**config.mk**
```make
export PLATFORM = sky130hd
export DESIGN_NAME = unified_mem_arbiter
export DESIGN_NICKNAME = d
export VERILOG_FILES = /design/src/rtl/cpu_pkg.sv /design/src/rtl/unified_mem_arbiter_starve_counter.sv /design/src/rtl/unified_mem_arbiter.sv
export SDC_FILE = /design/constraint.sdc
export NUM_CORES = 1
export LEC_CHECK = 0
export CORE_AREA = 3 3 105 107
export DETAILED_ROUTE_END_ITERATION = 10
export DIE_AREA = 0 0 108 110
export HOLD_SLACK_MARGIN = 0.1
export PLACE_DENSITY = 0.85
export SYNTH_ARGS = -nofsm -noshare
export SYNTH_HDL_FRONTEND = slang
export SYNTH_HIERARCHICAL = 1
export SYNTH_SLANG_ARGS = --single-unit
```
**constraint.sdc**
```tcl
create_clock -name clk -period 1.8 [get_ports clk]
set_input_delay 0.36 -clock clk [delete_from_list [all_inputs] [get_ports clk]]
set_output_delay 0.36 -clock clk [all_outputs]
set_load 0.005 [all_outputs]
```
**src/rtl/cpu_pkg.sv**
```systemverilog
`default_nettype none
// +----------------------------------------------------------------------+
// | cpu_pkg: shared types and constants for the RV32I memory subsystem   |
// | rev 1.0  initial unified program/data memory support                 |
// +----------------------------------------------------------------------+
package cpu_pkg;

    typedef enum logic [1:0] {
        RESP_NONE = 2'd0,
        RESP_IF   = 2'd1,
        RESP_D    = 2'd2
    } resp_owner_t;

    localparam int WORD_ADDR_SHIFT = 2;

endpackage
`default_nettype wire

```
**src/rtl/unified_mem_arbiter_starve_counter.sv**
```systemverilog
`default_nettype none
// +----------------------------------------------------------------------+
// | starve_counter: saturating up-counter with synchronous clear          |
// | rev 1.0  initial                                                     |
// +----------------------------------------------------------------------+
module starve_counter #(
    parameter int WIDTH = 4,
    parameter int LIMIT = 4
) (
    input  logic             clk,
    input  logic             rst_n,
    input  logic             clr,
    input  logic             inc,
    output logic [WIDTH-1:0] cnt
);

    localparam logic [WIDTH-1:0] c_LIMIT = WIDTH'(LIMIT);

    logic [WIDTH-1:0] r_cnt;

    always_ff @(posedge clk) begin
        if (!rst_n) begin
            r_cnt <= '0;
        end else if (clr) begin
            r_cnt <= '0;
        end else if (inc && (r_cnt != c_LIMIT)) begin
            r_cnt <= r_cnt + 1'b1;
        end
    end

    assign cnt = r_cnt;

endmodule
`default_nettype wire

```
**src/rtl/unified_mem_arbiter.sv**
```systemverilog
`default_nettype none
// +----------------------------------------------------------------------+
// | unified_mem_arbiter: fetch/load-store sharing of one memory port     |
// | rev 1.0  data priority with bounded fetch starvation                 |
// +----------------------------------------------------------------------+
module unified_mem_arbiter
    import cpu_pkg::*;
#(
    parameter int ADDR_W       = 30,
    parameter int DATA_W       = 32,
    parameter int STARVE_LIMIT = 4
) (
    input  logic              clk,
    input  logic              rst_n,
    input  logic              if_req,
    input  logic [ADDR_W-1:0] if_addr,
    output logic              if_gnt,
    output logic              if_rvalid,
    output logic [DATA_W-1:0] if_rdata,
    input  logic              d_req,
    input  logic              d_we,
    input  logic [ADDR_W-1:0] d_addr,
    input  logic [DATA_W-1:0] d_wdata,
    output logic              d_gnt,
    output logic              d_rvalid,
    output logic [DATA_W-1:0] d_rdata,
    output logic              mem_en,
    output logic              mem_we,
    output logic [ADDR_W-1:0] mem_addr,
    output logic [DATA_W-1:0] mem_wdata,
    input  logic [DATA_W-1:0] mem_rdata,
    output logic [15:0]       if_wait_cnt
);

    localparam int                  c_STREAK_W   = $clog2(STARVE_LIMIT + 1);
    localparam logic [c_STREAK_W-1:0] c_STREAK_MAX = c_STREAK_W'(STARVE_LIMIT);

    logic [c_STREAK_W-1:0] w_streak;
    logic                  w_fetch_wins;
    resp_owner_t           r_resp_owner;
    resp_owner_t           w_resp_owner_nxt;

    // Fetch only beats a pending data request once the streak has saturated.
    assign w_fetch_wins = if_req && (!d_req || (w_streak == c_STREAK_MAX));
    assign if_gnt       = rst_n && w_fetch_wins;
    assign d_gnt        = rst_n && d_req && !w_fetch_wins;

    assign mem_en    = if_gnt || d_gnt;
    assign mem_we    = d_gnt && d_we;
    assign mem_addr  = d_gnt ? d_addr : if_addr;
    assign mem_wdata = d_wdata;

    starve_counter #(
        .WIDTH (c_STREAK_W),
        .LIMIT (STARVE_LIMIT)
    ) u_streak (
        .clk   (clk),
        .rst_n (rst_n),
        .clr   (!if_req || if_gnt),
        .inc   (d_gnt),
        .cnt   (w_streak)
    );

    starve_counter #(
        .WIDTH (16),
        .LIMIT (16'hFFFF)
    ) u_if_wait (
        .clk   (clk),
        .rst_n (rst_n),
        .clr   (1'b0),
        .inc   (if_req && !if_gnt),
        .cnt   (if_wait_cnt)
    );

    always_ff @(posedge clk) begin
        if (!rst_n) begin
            r_resp_owner <= RESP_NONE;
        end else begin
            r_resp_owner <= w_resp_owner_nxt;
        end
    end

    // Stores complete at grant, so only reads claim the next-cycle response.
    always_comb begin
        w_resp_owner_nxt = RESP_NONE;
        if (if_gnt) begin
            w_resp_owner_nxt = RESP_IF;
        end else if (d_gnt && !d_we) begin
            w_resp_owner_nxt = RESP_D;
        end
    end

    assign if_rvalid = (r_resp_owner == RESP_IF);
    assign d_rvalid  = (r_resp_owner == RESP_D);
    assign if_rdata  = mem_rdata;
    assign d_rdata   = mem_rdata;

endmodule
`default_nettype wire

```
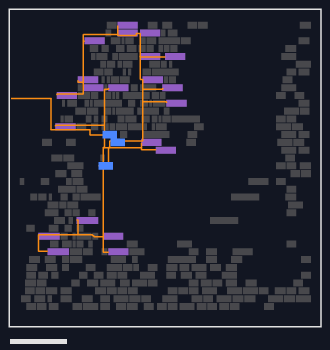
clock_wires.png
Scale bar: 20 um.
- blue: clock-net drivers (count 3)
- orange: clock wires (length 327 um)
- purple: flip-flops (count 21)
- routed clock nets: 4

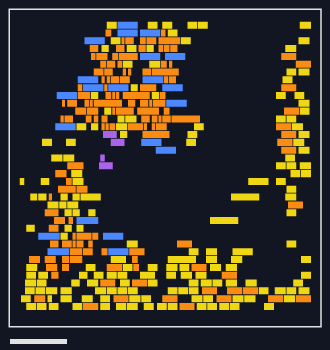
class_map.png
Scale bar: 20 um.
- orange: remaining logic cells (cells 133)
- purple: clock drivers and dummy loads (cells 4)
- blue: sequential cells (cells 21)
- yellow: remaining buffers and delay cells (cells 161)
row count: 37
Seq/total area: 11.49%
core area: 10230 um2

==> results.py <==
# Auto-generated metrics
metrics = {
    "run_status": {
        "status": "finished with violations",
        "violations": "setup timing",
    },
    "cells_and_area": {
        "lay_top_count": "clkdlybuf4s50_1",
        "diodes": 0,
        "clkbuf_count": 3,
        "sh_comb_area_pct": 36.09,
    },
    "global_route": {
        "grt_max_degree": 13,
        "grt.overflow.total": 0,
        "antenna_found_initial": 0,
        "grt_pass1_vias": 2131,
        "track_usage_pct": 12.21,
    },
    "cts": {
        "clk_latency_ns": 0.26,
        "clockBufferDepth": 2,
        "htreeDepth": 1,
        "cts.sinks": 21,
        "clk_pin_slew_worst_paths_ns": 0.08,
        "cts_inserted_buffers": 3,
    },
    "critical_path": {
        "required_ns": 1.44,
        "path_cells": "or3b_4 > o211a_4 > buf_16 > buf_8 > mux2_4 > buf_6",
        "r2r-start": "u_streak/cnt[0]",
        "critPathSlowestCell": "or3b_4",
        "crit_cells": 6,
        "critPathCapture": "mem_addr[27]",
        "ff2ff_path_depth": 11,
        "cp.arrival_ns": 2.00,
        "r2r-end": "u_if_wait/cnt[10]",
        "cpPeakStageDelay_ns": 0.40,
    },
    "synthesis": {
        "ys.flop_type": "dfxtp_1",
        "synthTopCellsByCount": "buf_4 (96), mux2_4 (26), dfxtp_1 (21)",
        "synth.top_cell.area_share_pct": 30.16,
        "xor_area_share_pct": 1.466,
        "muxShareOfSynthArea_pct": 19.48,
        "top_area_cell": "buf_4",
        "syn_avg_cell_area_um2": 9.409,
        "async_flop_share_pct": 0,
    },
    "sta": {
        "max_slew_margin_pct": 41.18,
        "period_used_pct": 131.2,
        "fin_crit_ns": 2.362,
        "rsz0062_at_grt": "yes",
        "finClkSkew_ns": 0.002322,
        "finalSetupViolations": 50,
        "postLayoutSetupSlackWorst_ns": -0.5618,
        "tightest_slew_ns": 0.8776,
    },
    "power": {
        "p_seq_mw": 0.472,
        "power_mw": 1.347,
        "power_frac_comb_pct": 41.2,
        "p_clk_share_pct": 23.8,
        "pg_comb_mw": 0.555,
    },
    "placed_design": {
        "io_buffers": 116,
    },
    "die": {
        "die_y_um": 110,
        "boundaryPins": 277,
    },
    "flow_run": {
        "log.warning_count": 30,
    },
    "route": {
        "via_count": 2029,
        "wire_per_inst_um": 17.42,
        "drt-total-wl_mm": 7.925,
    },
    "min_path": {
        "hp-class": "reg2reg",
        "holdCritStartpoint": "u_if_wait/cnt[2]",
    },
}
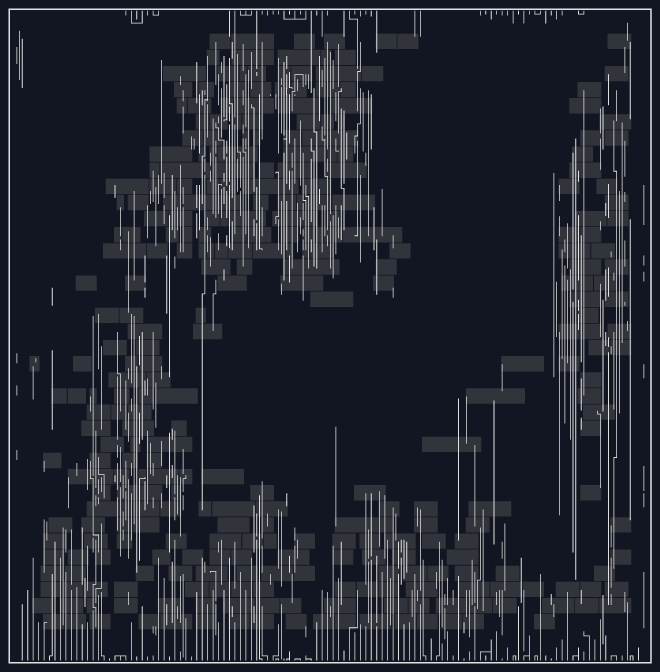
m2.png
- nets with wire on the layer: 408
- wire length on this layer: 4350 um
- longest straight run: 74.3 um

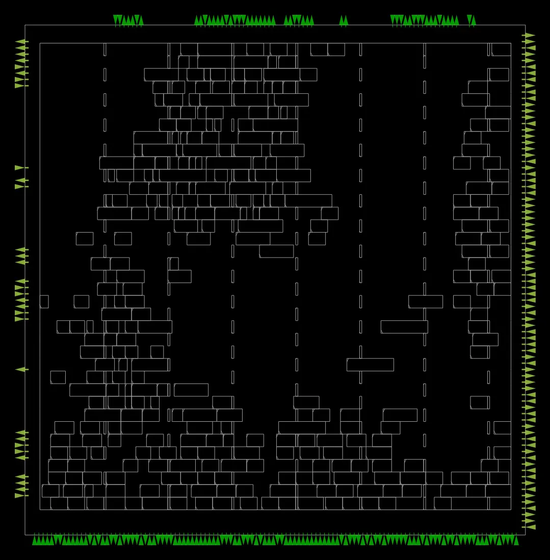
placed.png
Fillers: 1003
final design utilization: 36.09%
Flops: 21

## flip-flops by register name, summed over array words and instances, names as in the netlist
register,cells
r_resp_owner,2
u_if_wait/cnt,16
u_streak/cnt,3
## metal layers
layer,global-route usage (%),part of all wire (%),vias up
met1,11.86,34,970
met5,0,0,-
met2,24.07,55,106
met4,3.066,2.0,0
met3,4.718,9.3,23
li1,-,-,930
## stage by stage
stage               cells  util, %  hold slack, ns  setup slack [ns]  instance area, um2
finish                455    36.09          0.5637           -0.5618                3692
global route          455    36.09          0.5939           -0.6133                3692
CTS                   453    34.73          0.5413           -0.6039                3553
detailed placement    426    30.30          0.5246           -0.7318                3100
global placement      426    30.30          0.5100           -0.7114                3100
floorplan             255        -          0.4316          -0.06399                2397
Power is estimated from default activity; no workload was simulated.
